[src/rtl/perceptron_train_ctrl_pkg.sv]
// Shared widths, in-flight queue entry layout and training FSM states
// for the perceptron branch-predictor training controller.
package global_parameters;

  localparam int Y_OUT_WIDTH = 12;
  localparam int HIST_LEN    = 12;
  localparam int IDX_WIDTH   = 7;
  localparam int THETA       = 37;
  localparam int WIDX_WIDTH  = $clog2(HIST_LEN + 1);

  typedef struct packed {
    logic [IDX_WIDTH-1:0]          idx;
    logic signed [Y_OUT_WIDTH-1:0] y;
    logic                          pred_bit;
    logic [HIST_LEN-1:0]           ghr;
  } inflight_entry_t;

  typedef enum logic {
    IDLE  = 1'b0,
    TRAIN = 1'b1
  } train_state_t;

endpackage

[src/rtl/perceptron_train_ctrl_inflight_fifo.sv]
// In-order queue of predictions awaiting resolution. Push is refused when
// full, pop when empty, and flush drops everything and wins over both.
module inflight_fifo
  import global_parameters::*;
#(
  parameter int DEPTH = 4
) (
  input  logic            clk,
  input  logic            rst_n,
  input  logic            push,
  input  logic            pop,
  input  logic            flush,
  input  inflight_entry_t wr_entry,
  output inflight_entry_t rd_entry,
  output logic            full,
  output logic            empty
);

  localparam int PTR_W = $clog2(DEPTH);

  inflight_entry_t  mem [DEPTH];
  logic [PTR_W-1:0] wr_ptr;
  logic [PTR_W-1:0] rd_ptr;
  logic [PTR_W:0]   count;
  logic             do_push;
  logic             do_pop;

  assign full     = (count == (PTR_W + 1)'(DEPTH));
  assign empty    = (count == '0);
  assign do_push  = push && !full && !flush;
  assign do_pop   = pop && !empty && !flush;
  assign rd_entry = mem[rd_ptr];

  // Pointer and occupancy bookkeeping; pointers wrap since DEPTH is a power of 2.
  always_ff @(posedge clk or negedge rst_n) begin
    if (!rst_n) begin
      wr_ptr <= '0;
      rd_ptr <= '0;
      count  <= '0;
    end else if (flush) begin
      wr_ptr <= '0;
      rd_ptr <= '0;
      count  <= '0;
    end else begin
      if (do_push) wr_ptr <= wr_ptr + 1'b1;
      if (do_pop)  rd_ptr <= rd_ptr + 1'b1;
      case ({do_push, do_pop})
        2'b10:   count <= count + 1'b1;
        2'b01:   count <= count - 1'b1;
        default: count <= count;
      endcase
    end
  end

  // Entry storage carries data only, so it is left out of reset.
  always_ff @(posedge clk) begin
    if (do_push) mem[wr_ptr] <= wr_entry;
  end

endmodule

[src/rtl/perceptron_train_ctrl.sv]
// Perceptron training sequencer: records predictions, judges each
// resolution against the threshold and streams one +/-1 update per weight.
module perceptron_train_ctrl
  import global_parameters::*;
#(
  parameter int DEPTH     = 4,
  parameter int CNT_WIDTH = 16
) (
  input  logic                          clk,
  input  logic                          rst_n,
  input  logic                          pred_valid,
  output logic                          pred_ready,
  input  logic [IDX_WIDTH-1:0]          pred_idx,
  input  logic signed [Y_OUT_WIDTH-1:0] pred_y,
  input  logic [HIST_LEN-1:0]           pred_ghr,
  input  logic                          res_valid,
  output logic                          res_ready,
  input  logic                          res_taken,
  input  logic                          flush,
  output logic                          upd_valid,
  input  logic                          upd_ready,
  output logic [IDX_WIDTH-1:0]          upd_idx,
  output logic [WIDX_WIDTH-1:0]         upd_widx,
  output logic                          upd_inc,
  output logic                          busy,
  output logic [CNT_WIDTH-1:0]          mispredict_cnt,
  output logic [CNT_WIDTH-1:0]          train_cnt
);

  // Magnitude of y one bit wider, so the most negative value stays positive.
  function automatic logic [Y_OUT_WIDTH:0] abs_y(input logic signed [Y_OUT_WIDTH-1:0] v);
    logic signed [Y_OUT_WIDTH:0] ext;
    ext = {v[Y_OUT_WIDTH-1], v};
    return ext[Y_OUT_WIDTH] ? $unsigned(-ext) : $unsigned(ext);
  endfunction

  // Increment that sticks at all-ones.
  function automatic logic [CNT_WIDTH-1:0] sat_inc(input logic [CNT_WIDTH-1:0] v);
    return (&v) ? v : v + 1'b1;
  endfunction

  train_state_t          state_q, state_d;
  logic [WIDX_WIDTH-1:0] widx_q, widx_d;
  logic [IDX_WIDTH-1:0]  idx_q, idx_d;
  logic [HIST_LEN-1:0]   ghr_q, ghr_d;
  logic                  taken_q, taken_d;
  inflight_entry_t       push_entry;
  inflight_entry_t       head;
  logic                  fifo_full;
  logic                  fifo_empty;
  logic                  res_fire;
  logic                  mis;
  logic                  trn;
  logic [Y_OUT_WIDTH:0]  absy;
  logic [HIST_LEN:0]     weight_vec;

  assign push_entry = '{idx: pred_idx, y: pred_y, pred_bit: ~pred_y[Y_OUT_WIDTH-1], ghr: pred_ghr};

  inflight_fifo #(.DEPTH(DEPTH)) u_fifo (
    .clk      (clk),
    .rst_n    (rst_n),
    .push     (pred_valid && pred_ready),
    .pop      (res_fire),
    .flush    (flush),
    .wr_entry (push_entry),
    .rd_entry (head),
    .full     (fifo_full),
    .empty    (fifo_empty)
  );

  assign pred_ready = !fifo_full;
  assign res_ready  = (state_q == IDLE) && !fifo_empty && !flush;
  assign res_fire   = res_valid && res_ready;
  assign mis        = (head.pred_bit != res_taken);
  assign absy       = abs_y(head.y);
  assign trn        = mis || (absy <= (Y_OUT_WIDTH + 1)'(THETA));

  // Bit 0 stands for the bias input; bit k pairs weight k with ghr[k-1].
  assign weight_vec = {ghr_q, taken_q};
  assign busy       = (state_q == TRAIN);
  assign upd_valid  = busy;
  assign upd_idx    = idx_q;
  assign upd_widx   = widx_q;
  assign upd_inc    = busy && ((widx_q == '0) ? taken_q : (taken_q == weight_vec[widx_q]));

  // Training state, episode context and weight pointer.
  always_ff @(posedge clk or negedge rst_n) begin
    if (!rst_n) begin
      state_q <= IDLE;
      widx_q  <= '0;
      idx_q   <= '0;
      ghr_q   <= '0;
      taken_q <= 1'b0;
    end else begin
      state_q <= state_d;
      widx_q  <= widx_d;
      idx_q   <= idx_d;
      ghr_q   <= ghr_d;
      taken_q <= taken_d;
    end
  end

  // Next state: start an episode on a resolution needing training, step the
  // weight pointer on each accepted update, and drop back to IDLE on flush.
  always_comb begin
    state_d = state_q;
    widx_d  = widx_q;
    idx_d   = idx_q;
    ghr_d   = ghr_q;
    taken_d = taken_q;
    if (flush) begin
      state_d = IDLE;
    end else begin
      case (state_q)
        IDLE: begin
          if (res_fire && trn) begin
            state_d = TRAIN;
            widx_d  = '0;
            idx_d   = head.idx;
            ghr_d   = head.ghr;
            taken_d = res_taken;
          end
        end
        TRAIN: begin
          if (upd_ready) begin
            if (widx_q == WIDX_WIDTH'(HIST_LEN)) state_d = IDLE;
            else                                 widx_d  = widx_q + 1'b1;
          end
        end
        default: state_d = IDLE;
      endcase
    end
  end

  // Saturating performance counters, cleared only by reset.
  always_ff @(posedge clk or negedge rst_n) begin
    if (!rst_n) begin
      mispredict_cnt <= '0;
      train_cnt      <= '0;
    end else if (res_fire) begin
      if (mis) mispredict_cnt <= sat_inc(mispredict_cnt);
      if (trn) train_cnt      <= sat_inc(train_cnt);
    end
  end

endmodule

[config.mk]
export PLATFORM = sky130hd
export DESIGN_NAME = perceptron_train_ctrl
export DESIGN_NICKNAME = d
export VERILOG_FILES = /design/src/rtl/perceptron_train_ctrl_pkg.sv /design/src/rtl/perceptron_train_ctrl_inflight_fifo.sv /design/src/rtl/perceptron_train_ctrl.sv
export SDC_FILE = /design/constraint.sdc
export NUM_CORES = 1
export LEC_CHECK = 0
export CAP_MARGIN = 20
export CELL_PAD_IN_SITES_DETAIL_PLACEMENT = 0
export CELL_PAD_IN_SITES_GLOBAL_PLACEMENT = 1
export CORE_MARGIN = 1.5
export CORE_UTILIZATION = 40
export DETAILED_ROUTE_END_ITERATION = 10
export PLACE_DENSITY_LB_ADDON = 0.1
export SKIP_LAST_GASP = 1
export SYNTH_ARGS = -nofsm -noshare
export SYNTH_HDL_FRONTEND = slang
export SYNTH_SLANG_ARGS = --single-unit
[constraint.sdc]
create_clock -name clk -period 3.7 [get_ports clk]
set_input_delay 0.37 -clock clk [delete_from_list [all_inputs] [get_ports clk]]
set_output_delay 0.37 -clock clk [all_outputs]
set_load 0.05 [all_outputs]
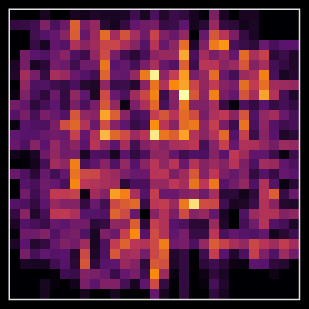
Fig. 1. Wiring heat map.
Drawn at 2 px/um. 29 x 29 tiles, from black (low) to pale yellow (high), scaled to the fullest tile. Values are wire area over tile area, all layers added.
tiles over half the peak: 15%
nearly empty tiles: 10%
densest ninth of the die: middle
fullest tile: 0.40

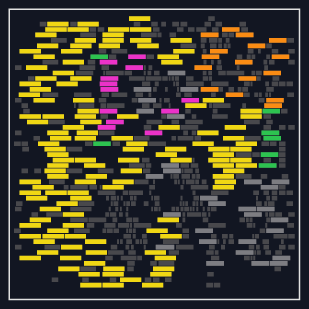
Fig. 2. Sequential cells colored by netlist name.
Drawn at 2 px/um. Other sequential cells in the stronger gray, the rest of the logic in the fainter gray.
[`upd_idx`] green | placed flops: 7
[`train_cnt`] orange | placed flops: 16 | where: top right
[`ghr_q`] magenta | placed flops: 12
[`u_fifo.mem`] yellow | placed flops: 128 | where: spread over the die
not colored: 29

==> reports/results.txt <==
Outcome -> completed
Overall global routing resource usage -> 15.8%
Buffers excl. clock -> 106
# Taps -> 265
Global-route wire length before repair -> 24300 um
Count of multi-input combinational gates -> 258
Largest cell class -> flip-flops and latches
Power per cell area -> 598 mW/mm^2
Flops out of synthesis -> 192
Worst slack at placement -> 0.0715 ns
Number of enable flip-flop cells -> 128
Net switching power figure -> 1.78 mW
Area of all placed cells without fillers -> 0.00992 mm^2
R2R setup slack -> 0.15 ns
Worst Setup End Kind -> register
Fraction of layout instances using a drive strength above 1 -> 19.9%
# H-tree levels -> 4
P_clk -> 1.79 mW
CP cell instances -> mux4_2, inv_2, ha_4, inv_1, or4_4, a21oi_4, mux2i_1, o31ai_1, a31oi_1, a211oi_4, buf_6, clkbuf_16, mux2_2
Largest driver fanout on the critical path -> 10
Multiplexer share of the synthesized area -> 14.2%
Commonest non-fill, non-tap cells in the layout -> 128 x sky130_fd_sc_hd__edfxtp_1, 83 x sky130_fd_sc_hd__clkdlybuf4s50_1, 63 x sky130_fd_sc_hd__dfrtp_1
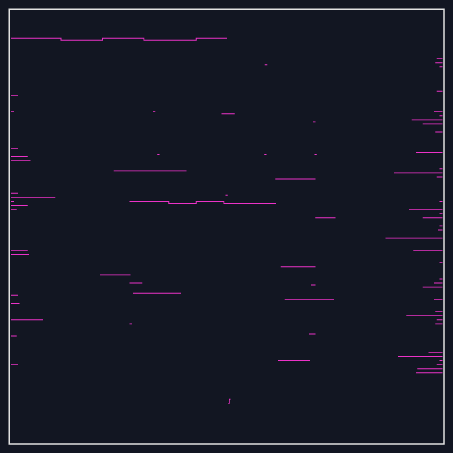
Fig. 3. Met3 routing.
Drawn at 3 px/um.
share of all routed wire: 3.1%
wire length on this layer: 487 um
main direction: horizontal
nets with wire on the layer: 62
longest straight run: 23.9 um

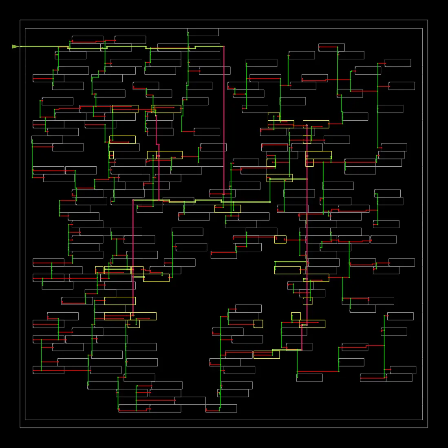
Fig. 4. Clock wiring as the flow saved it.
count of clock buffers in the final design: 18
total number of sequential cells: 192
final worst clock skew: 0.0119 ns
clock latency reported for the late side of the worst-skew pair: 0.43 ns
total CTS buffers: 17

-- layer usage --
layer	vias up	share of wire [%]	GRT usage, %
met2	82	48	25.3
met3	19	3.1	3.48
met4	0	1.5	5.42
met5	-	0	0
met1	2263	48	21.4
li1	2062	-	-
-- worst paths after layout --
path	cells after the start	from	to
max reg2reg	13	u_fifo.rd_ptr[0]	ghr_q[8]
min	2	rst_n	mispredict_cnt[15]
min reg2reg	1	upd_idx[0]	upd_idx[0]
min in group clk	1	upd_idx[0]	upd_idx[0]
max	13	u_fifo.rd_ptr[0]	ghr_q[8]
max in group asynchronous	4	rst_n	ghr_q[5]
-- worst max-delay path, delay by kind of cell, from the launching register on --
family	cells	cell delay (ns)
compound gates	4	0.95
fa+ha+maj	1	0.15
buf+inv	4	0.45
flops	1	0.41
mux	3	0.97
simple gates	1	0.51
Power figures rest on the tool's default switching activity, not on a simulated workload.
